**Run 1: gate-type map**

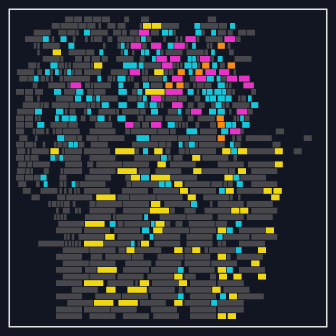
**Run 1: register map, names as in the netlist**

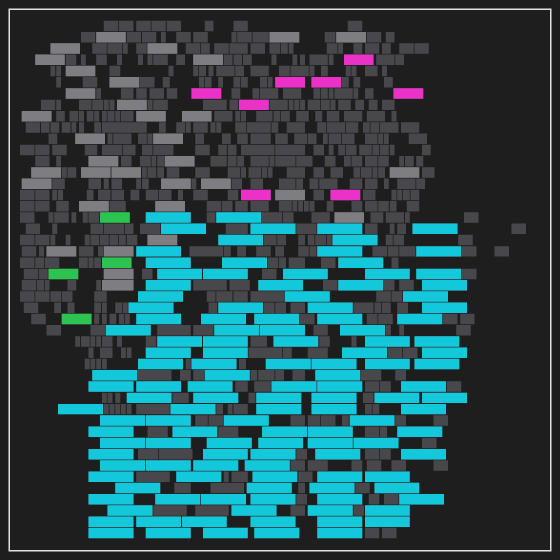
**Run 1: cell classes on the final placement**

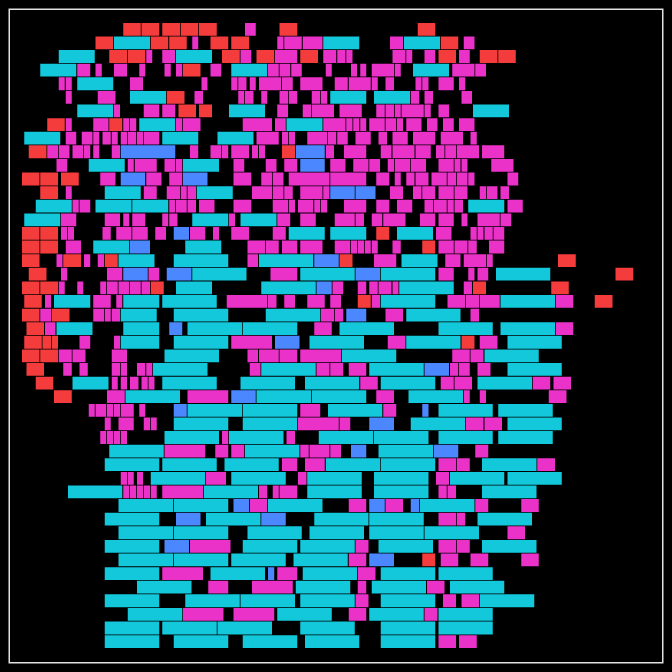
Design sap_datapath, sky130hd; sources not shown.
==> run notes, run 1 <==
yosys + openroad results -> internal power roughly 1.5 mW, EDFF count, synth 128, max-slew violations ~75, Post-Syn Area about 8100 um2, Max Cap Viol 1, total number of vias about 5600, unique cell type count in the Yosys netlist roughly 63, chip area between 15000 and 20000 um2, Total Power 2.00 mW, Ports approximately 55, cell count after synthesis ~650, area grow syn2layout 13.5%, critical path class in2out, postcts setup bufs 0, worst min path class reg2reg, met1 Use GR 0.316, critical-path cell list clkdlybuf4s50_1, mux2_2, inv_1, ha_1, nand2b_1, a21o_1, a21boi_0, o311ai_0, a2bb2oi_2, inv_1, clkdlybuf4s50_1, routed length on met1 about 7.9 mm, Sink Count ~170, top post-synthesis cells by area edfxtp_1 (47%), dfxtp_1 (11%), mux2i_1 (5.2%), flip-flop count of the largest register after layout 128, Slowest-stage cell, CP clkdlybuf4s50_1, WP depth 11, failing checks max-capacitance violations, max-slew violations, adder-cell share of the synthesized area 0.0421, ys cells roughly 650, cell taking the most area after synthesis edfxtp_1, number of global-route vias before repair around 5300, Worst Hold Depth 2, WP data arrival approximately 4800 ps, run status complete, but fails checks, switching share of power 0.271, Yosys warnings 0, Clk pwr share 0.324
Notes on 'gate-type map' above:
Key: cyan = inverting AOI/OAI gates [cells 124, most used o21ai_0]; orange = XOR/XNOR gates [cells 10, most used xnor2_1]; magenta = adder and majority cells [cells 27, most used ha_1, where top middle]; yellow = multiplexers [cells 65, most used mux2i_1]
most instantiated logic cell after routing: edfxtp_1
Comb area share: 0.329
fin cells: 928

Notes on 'register map, names as in the netlist' above:
Key: cyan = `ram_q` [placed flops 128]; green = `mar_q` [placed flops 4, where left middle]; magenta = `br_q` [placed flops 8, where top middle]
Another 34 sequential cells are not coloured.
Seq area share: 0.516
Flop area: 4770 um2
fin util: 0.586

Notes on 'cell classes on the final placement' above:
Key: blue = clock drivers and dummy loads [cells 32, share of their area 4.3%]; magenta = all other logic [cells 439, share of their area 36%]; red = other buffers and delay cells [cells 67, share of their area 7.0%]; cyan = flops [cells 174, share of their area 53%]
area of the core: 15800 um2
Std-Cell Rows: 46
Final Cell Area: 9240 um2

[run 1: final cells by class]
cell class | instances | area, um2
tap | 216 | 270
fill | 1243 | 6530
timing repair buffer | 67 | 629
multi-input combinational | 400 | 3040
sequential | 174 | 4770
inverter | 39 | 146
clock buffer | 17 | 234
clock inverter | 15 | 151
[run 1: power by group through the flow]
stage / Sequential, mW / Clock, mW / Combinational, mW
2_1_floorplan: 1.12 / 0 / 0.160
3_3_place_gp: 1.12 / 0 / 0.244
3_5_place_dp: 1.12 / 0 / 0.252
4_1_cts: 1.09 / 0.652 / 0.253
5_1_grt: 1.10 / 0.689 / 0.276
6_report: 1.09 / 0.647 / 0.256
**Run 1: clock wiring as the flow saved it**

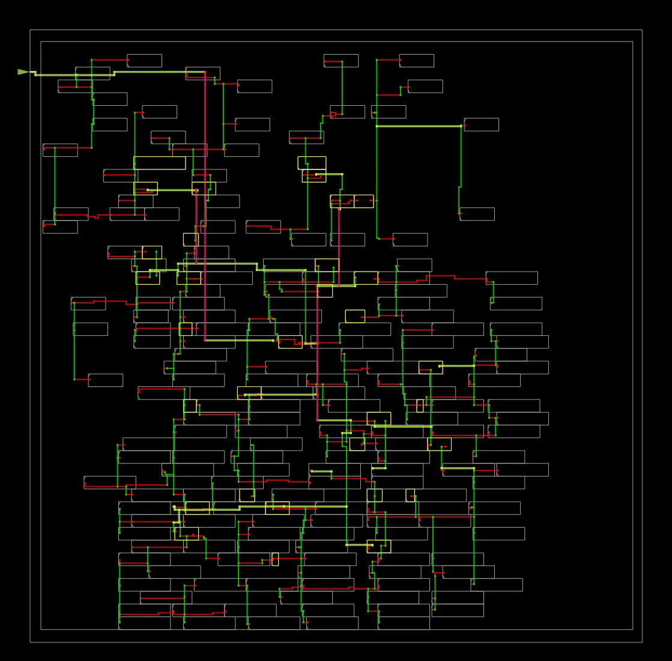

--- run 2 (diff from run 1) ---
- CORE_UTILIZATION: 51 -> 50
- PLACE_DENSITY: 0.94 -> 0.93
- clock period: 7.35 -> 6.41 ns (I/O delays scaled with it)
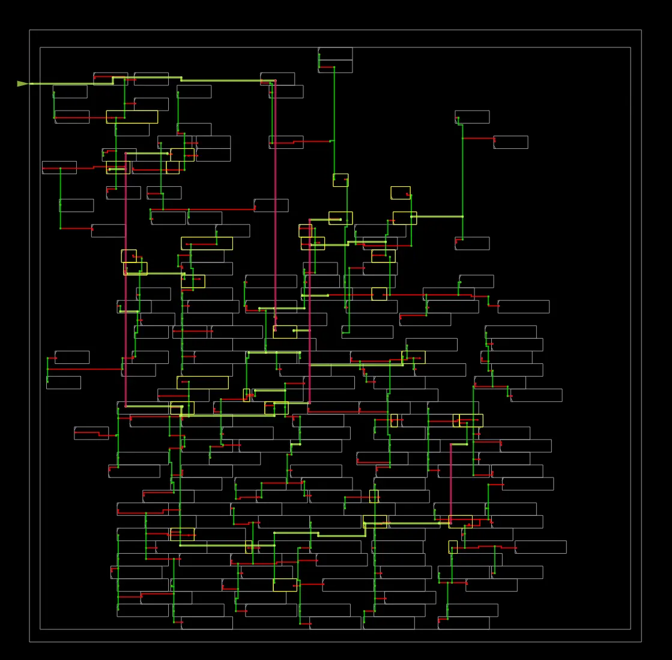
**Above:** run 2 (clock wiring as the flow saved it).
CTS Buf Count: 17
Clock Latency Late Sink: 470 ps
sequential cell count: 174

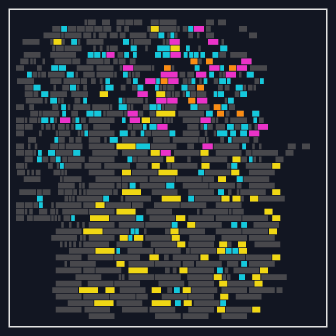
**Above:** run 2 (gate-type map).
Key: cyan = inverting AOI/OAI gates [cells 124, most used o21ai_0]; magenta = adder and majority cells [cells 27, most used ha_1, where top middle]; yellow = multiplexers [cells 65, most used mux2i_1]; orange = XOR/XNOR gates [cells 10, most used xnor2_1]
Comb area share: 0.329

==> run 2 against run 1 <==
  * The flow still finishes with violations (max-capacitance violations, max-slew violations)
  * Clock-buffer cell count unchanged
  * Power increased by 17%
  * Clock power increased by 21%
  * Largest cell class unchanged
  * Highest routed layer unchanged
  * Routed wire length increased by 3.4%
==> run notes, run 2 <==
yosys + openroad results -> run status complete, but fails checks, failing checks max-capacitance violations, max-slew violations, Clk pwr share 0.335, Worst Hold Depth 2, top post-synthesis cells by area edfxtp_1 (47%), dfxtp_1 (11%), mux2i_1 (5.2%), top cells by count edfxtp_1 (128), nor2_1 (60), dfxtp_1 (46), reported clock group power a little under 0.8 mW, Std-Cell Rows approximately 46, max-slew violations roughly 47, EDFF count, synth roughly 130, initial antenna violation count 0, area grow syn2layout 13.7%, number of global-route vias before repair roughly 5400, yosys stat area between 8000 and 9000 um2, Sink Count 174, critical-path cell list clkdlybuf4s50_1, mux2_2, fa_1, mux4_2, o2111a_1, or2_1, inv_1, clkdlybuf4s50_1, unique cell type count in the Yosys netlist between 60 and 70, most instantiated logic cell after routing edfxtp_1, first-iteration detailed-routing DRC count slightly below 800, ys cells between 600 and 700, Total Power roughly 2.3 mW, cell taking the most area after synthesis edfxtp_1, Max Cap Viol 1, Worst path max stage delay between 700 and 800 ps, Comb. pwr 0.295 mW, switching share of power 0.256, total number of vias roughly 5500, WP data arrival approximately 4500 ps, Yosys warnings 0, fin util 0.583, Cell Pwr Density 252 nW/um2, internal power roughly 1.7 mW, met1 Use GR 0.302, CP top delay family buffers and inverters, postcts setup bufs 0, sequential cell power roughly 1.3 mW, Biggest consumer registers, max_slew headroom -0.251, WP depth 8, Post-Syn Area approximately 8100 um2, flip-flop count of the largest register after layout ~130, Final Cell Area 9250 um2, Total GRT Usage 0.228, chip area 17300 um2, Ports 55, worst min path class reg2reg
## run 2: area by class of cell
type	count	area [um2]
fillers	1300	6630
flip-flops and latches	174	4770
multi-input cells	400	3040
repair buffers	67	628
well taps	216	270
clock buffers	17	234
clock inverters	15	168
inverters	39	146
## run 2: layer usage
layer  wire length [um]  share of wire
met5                  0              0
met4                725          0.037
met3               1380          0.071
met2               9240           0.48
met1               8100           0.42
## run 2: logic make-up after synthesis
group / synth area share
compound gates: 0.121
xor+xnor: 0.0108
fa+ha+maj: 0.0421
buf+inv: 0.0410
flops: 0.585
mux: 0.101
simple gates: 0.0979
## run 2: worst register-to-register path: cells and delay by family, from the launching register on
family          cells  cell delay [ps]
simple gates        1              160
compound gates      5             1200
fa+ha+maj           2              590
xor+xnor            1               90
flops               1              400
mux                 1             1050
buf+inv             1              100
Power is estimated from default activity; no workload was simulated.
